### src/rtl/compare_debouncer.sv
// Debounces comparator lt/eq/gt flags into an ABOVE/BELOW level with edge pulses,
// wrapping rise/fall event counters and a sticky illegal-flag error.
module compare_debouncer #(
  parameter int DEBOUNCE  = 4,
  parameter int CNT_WIDTH = 4,
  parameter int EVT_WIDTH = 16
) (
  input  logic                 clk,
  input  logic                 reset,
  input  logic                 in_valid,
  input  logic                 lt,
  input  logic                 eq,
  input  logic                 gt,
  input  logic                 clear,
  output logic                 above,
  output logic                 below,
  output logic                 rise_pulse,
  output logic                 fall_pulse,
  output logic [CNT_WIDTH-1:0] run_len,
  output logic [EVT_WIDTH-1:0] rise_count,
  output logic [EVT_WIDTH-1:0] fall_count,
  output logic                 err
);

  typedef enum logic [1:0] {ST_UNKNOWN, ST_ABOVE, ST_BELOW} state_e;

  localparam logic [CNT_WIDTH-1:0] DEB = CNT_WIDTH'(DEBOUNCE);

  state_e                 state_q, state_d;
  logic                   cand_gt_q, cand_gt_d;
  logic [CNT_WIDTH-1:0]   run_q, run_d, run_try;
  logic                   rise_evt, fall_evt, legal;
  logic                   rise_pulse_q, fall_pulse_q, err_q;
  logic [EVT_WIDTH-1:0]   rise_cnt_q, fall_cnt_q;

  function automatic logic [CNT_WIDTH-1:0] sat_inc(input logic [CNT_WIDTH-1:0] v);
    return (v >= DEB) ? DEB : v + 1'b1;
  endfunction

  assign legal = ({lt, eq, gt} == 3'b100) || ({lt, eq, gt} == 3'b010) ||
                 ({lt, eq, gt} == 3'b001);

  always_ff @(posedge clk) begin
    if (reset) begin
      state_q      <= ST_UNKNOWN;
      cand_gt_q    <= 1'b0;
      run_q        <= '0;
      rise_pulse_q <= 1'b0;
      fall_pulse_q <= 1'b0;
      rise_cnt_q   <= '0;
      fall_cnt_q   <= '0;
      err_q        <= 1'b0;
    end else begin
      state_q      <= state_d;
      cand_gt_q    <= cand_gt_d;
      run_q        <= run_d;
      rise_pulse_q <= rise_evt;
      fall_pulse_q <= fall_evt;
      // clear beats a same-cycle event for the counters; pulse/state are unaffected
      if (clear) begin
        rise_cnt_q <= '0;
        fall_cnt_q <= '0;
        err_q      <= 1'b0;
      end else begin
        if (rise_evt) rise_cnt_q <= rise_cnt_q + 1'b1;
        if (fall_evt) fall_cnt_q <= fall_cnt_q + 1'b1;
        if (in_valid && !legal) err_q <= 1'b1;
      end
    end
  end

  always_comb begin
    state_d   = state_q;
    cand_gt_d = cand_gt_q;
    run_d     = run_q;
    run_try   = sat_inc(run_q);
    rise_evt  = 1'b0;
    fall_evt  = 1'b0;
    if (in_valid && legal) begin
      if (eq) begin
        run_d = '0;
      end else begin
        case (state_q)
          ST_UNKNOWN: begin
            // a flip of candidate direction restarts the run at this sample
            if (run_q == '0 || cand_gt_q != gt) run_try = CNT_WIDTH'(1);
            cand_gt_d = gt;
            if (run_try == DEB) begin
              state_d = gt ? ST_ABOVE : ST_BELOW;
              run_d   = '0;
            end else begin
              run_d = run_try;
            end
          end
          ST_ABOVE: begin
            if (!lt) begin
              run_d = '0;
            end else if (run_try == DEB) begin
              state_d  = ST_BELOW;
              fall_evt = 1'b1;
              run_d    = '0;
            end else begin
              run_d = run_try;
            end
          end
          ST_BELOW: begin
            if (!gt) begin
              run_d = '0;
            end else if (run_try == DEB) begin
              state_d  = ST_ABOVE;
              rise_evt = 1'b1;
              run_d    = '0;
            end else begin
              run_d = run_try;
            end
          end
          default: begin
            state_d = ST_UNKNOWN;
            run_d   = '0;
          end
        endcase
      end
    end
  end

  always_comb begin
    above      = (state_q == ST_ABOVE);
    below      = (state_q == ST_BELOW);
    rise_pulse = rise_pulse_q;
    fall_pulse = fall_pulse_q;
    run_len    = run_q;
    rise_count = rise_cnt_q;
    fall_count = fall_cnt_q;
    err        = err_q;
  end

endmodule

### config.mk
export PLATFORM = sky130hd
export DESIGN_NAME = compare_debouncer
export DESIGN_NICKNAME = d
export VERILOG_FILES = /design/src/rtl/compare_debouncer.sv
export SDC_FILE = /design/constraint.sdc
export NUM_CORES = 1
export LEC_CHECK = 0
export CAP_MARGIN = 20
export CORE_MARGIN = 3
export CORE_UTILIZATION = 39
export DETAILED_ROUTE_END_ITERATION = 8
export GPL_TIMING_DRIVEN = 0
export PLACE_DENSITY = 0.66
export SYNTH_ARGS = -nofsm -noshare
export SYNTH_HDL_FRONTEND = slang
export SYNTH_SLANG_ARGS = --single-unit
### constraint.sdc
create_clock -name clk -period 2.55 [get_ports clk]
set_clock_uncertainty 0.2 [all_clocks]
set_input_delay 0.51 -clock clk [delete_from_list [all_inputs] [get_ports clk]]
set_output_delay 0.51 -clock clk [all_outputs]
set_load 0.03 [all_outputs]
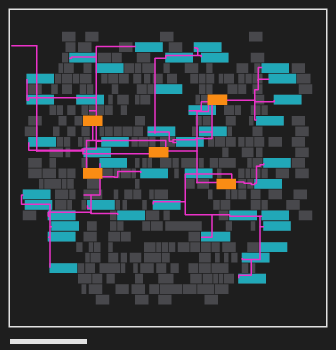
(images/clock_wires.png)
The bar under the picture is 20 um long.
clock-net drivers: drawn in orange, count 5. flip-flops: drawn in cyan, count 42. clock wires: drawn in magenta, length 530 um.
There are 6 routed clock nets.

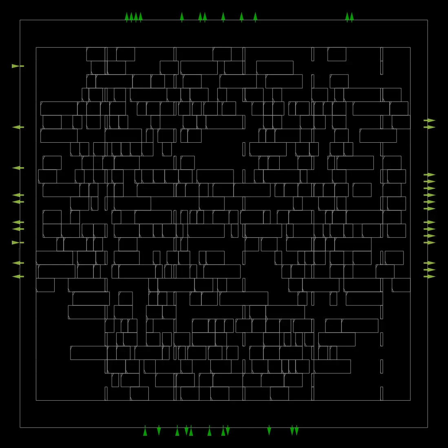
(images/placed.png)
core box area: 5300 um^2
end-of-flow core utilization: 54.3%

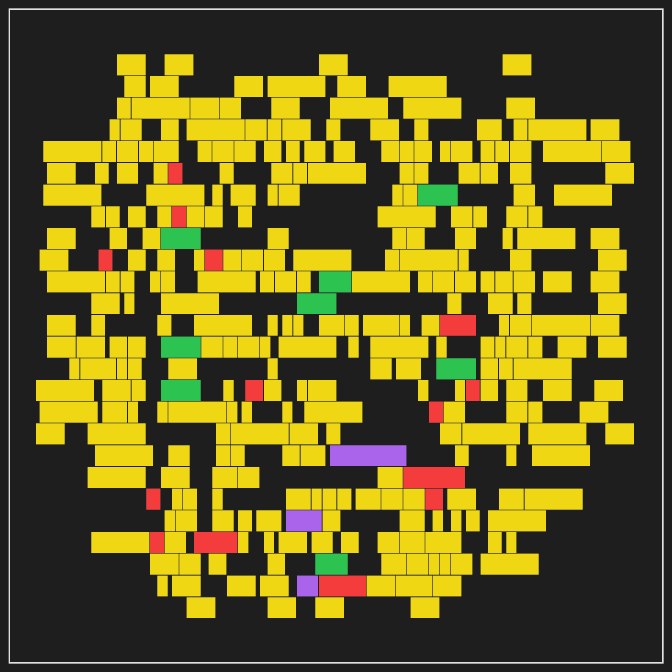
(images/sizing.png)
x6 and larger: drawn in green, cells 8, share 2.5%. x2: drawn in red, cells 14, share 4.4%. x1 and smaller: drawn in yellow, cells 290, share 92%. x3 and x4: drawn in purple, cells 3, share 0.95%.
Final WS setup: 0.138 ns
P&R area growth vs syn: 29.0%

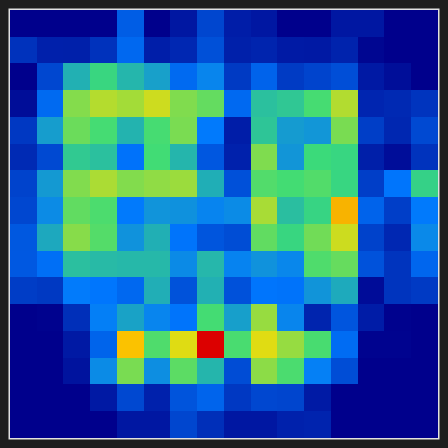
(images/route_heat.png)
16 x 16 tiles, from dark blue (low) to red (high), scaled to the fullest tile. Values are wire area over tile area, all layers added.
The fullest tile reaches 0.53. 19% of the tiles are over half the peak. 17% of the tiles are nearly empty. The mean over all tiles is 0.13.

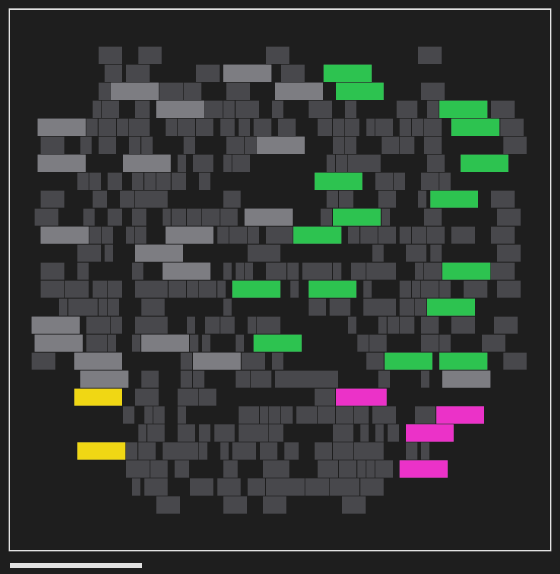
(images/ff_map.png)
The bar under the picture is 20 um long.
run_len: drawn in magenta, sequential cells 4, where bottom right. state_q: drawn in yellow, sequential cells 2. fall_count: drawn in green, sequential cells 16.
Another 20 sequential cells are not coloured.

==> results_slide.txt <==
Run Summary

Power and ir drop
  • Cell Int Power: 903 uW
  • P_comb: between 60 and 70 uW
  • Comb pwr share: 6.0%
  • Sequential cell fraction of total power: 56.4%
  • LEAKAGE: 0.892 nW
  • P_seq: roughly 660 uW
  • Top power group: registers

Final timing
  • Worst-Margin Slew: between 0.6 and 0.7 ns
  • Final hold viol count: 0
  • Max-slew headroom: between 50% and 60%
  • Peak Freq: 415 MHz
  • RSZ-0062 raised after global routing: false
  • Final worst-path cycle share: 94.6%
  • Worst Hold Slack: 0.295 ns
  • Fin crit period: about 2.4 ns
  • Final setup fails: 0
  • Pins Over Slew Limit: 0

Detailed routing
  • Met3 WL: 277 um
  • DRC: 0
  • WL/cell: around 14 um
  • Final ANT Viol Nets: 0
  • Vias/cell: 5.69
  • M1 WL: 2760 um
  • Pre-Repair DR Iteration Count: 4
  • Final WL: 5570 um

Placement
  • DP Cell Count: approximately 380
  • Dpl hpwl: 4050 um
  • Post-DP Area: ~2800 um^2
  • Placer Congestion: a little over 0.9

Cells and area
  • Top cells excl fill/tap: clkdlybuf4s50_1 (46), dfxtp_1 (41), a21oi_1 (29)
  • Largest class: logic gates
  • Signal buffers: 64
  • Non-clock buffer share: approximately a fifth
  • Non-filler cells, final: 385
  • Nets: 325
  • Mi-comb count: slightly below 200
  • Most instantiated logic cell after routing: clkdlybuf4s50_1
  • Logic share of the area: 44.4%
  • Flop count: 42
  • Fillers: just over 500
  • Fin area: 2880 um^2
  • Storage element area: ~840 um^2
  • Clk_buf instances: 7
  • Seq area share: 29.2%

Critical path
  • CP startpoint kind: primary input
  • Worst path cell trace: clkdlybuf4s50_1 -> nor2b_1 -> o2111ai_1 -> buf_2 -> or4_1 -> a21oi_1
  • Reg2reg path depth: 7
  • FF-to-FF setup slack: between 0.1 and 0.15 ns
  • Arrival time of the worst setup path: 2.43 ns
  • CP max FO: 10
  • Crit path capture: fall_count[7]
  • Worst R2R Start: run_len[0]
  • WP data required: 2.57 ns
  • Crit-path leading delay family: simple AND/OR/NAND/NOR gates
  • Critical path buffers and inverters: 2
  • Worst setup path class: in -> reg

Global route
  • Grt met2 use: 27.5%
  • GRT Total Usage: ~18%
  • Grt met3 use: 3.84%
  • Number of global-route vias before repair: 2027
  • Grt ovf: 0
  • Busiest grt layer: met2

Outcome
  • Outcome: finished, final reports clean

Clock tree
  • Worst-path clk slew: around 0.080 ns
  • Post-CTS Hold Buffers: 0
  • CTS Buf Count: 5
  • Post-cts sizing count: 0
  • Later-pin clock latency in the skew report: a little under 0.3 ns
  • Root buffer cell: clkbuf_8
  • Clock Path Buffers: 2
  • H-tree levels: 2

Floorplanning
  • Initial Util: 42.1%
  • Die Ht: 81.7 um
  • Num ports: 48
  • Die W: 81.7 um
  • Chip footprint: 6670 um^2
  • Tap cells: 70
  • Row count: 26

Worst hold path
  • Hold Crit Class: reg -> reg
  • Min-delay src: run_len[1]

Logic synthesis
  • Post-synthesis cell area: between 2000 and 2500 um^2
  • Synth warn: 0
  • Nets at Floorplan: 272
  • # Cells Yosys: between 200 and 300
  • Yosys Chip Area: about 2200 um^2
  • Mapped Cells: roughly 260
  • Unique masters post-synth: 42
  • Synth Seq Share: 37.7%
  • Registers, synthesis: 42

Run
  • Log Warnings: 27
  • Max_cap viols: 0
## registers in the layout (all words and copies together), names as in the netlist
register	cells
fall_count	16
rise_count	16
run_len	4
state_q	2
cand_gt_q	1
err	1
fall_pulse	1
rise_pulse	1
## worst register-to-register path, cell delays in order (launching register included)
cell and delay [ns]:
dfxtp_2 0.40, inv_1 0.08, ha_1 0.33, and3b_1 0.30
o2111ai_1 0.15, buf_2 0.21, or4_1 0.50, a21oi_1 0.17
## per-stage QoR
stage          power (mW)  TNS (ns)
2_1_floorplan       0.719         0
3_3_place_gp        0.744     -2.32
3_5_place_dp        0.745     -2.77
4_1_cts              1.18         0
5_1_grt              1.22         0
6_report             1.17         0
## cell usage after synthesis, drive strengths merged
library cell,count,share of area (%)
buf,10,2.9
nor4,3,0.84
nor2b,2,0.56
or2,3,0.84
nand2,14,2.4
a2111oi,2,1.1
clkbuf,8,1.3
and3,1,0.28
nand3b,3,1.0
o21ai,12,2.7
a211oi,3,1.0
dfxtp,42,38
o31a,2,0.78
o31ai,18,6.1
ha,4,2.2
nor3b,2,0.67
xor2,4,1.9
inv,7,1.2
nand2b,2,0.56
nor2,13,2.2
o211ai,2,0.67
o21a,4,1.3
nand4,8,2.2
and2,2,0.56
mux2i,3,1.3
and4,4,1.6
xnor2,2,0.78
nor3,3,0.67
a21oi,29,6.5
o2111ai,4,2.4
or3,9,2.5
and3b,4,1.7
a41o,2,0.90
or4,17,5.7
nand3,13,2.9
## cells by family after synthesis
family / count (synthesis) / synth area share (%)
buf+inv: 25 / 5.38
compound gates: 78 / 23.4
fa+ha+maj: 4 / 2.24
flops: 42 / 37.7
simple gates: 103 / 27.2
xor+xnor: 6 / 2.69
mux: 3 / 1.35
Power is estimated from default activity; no workload was simulated.
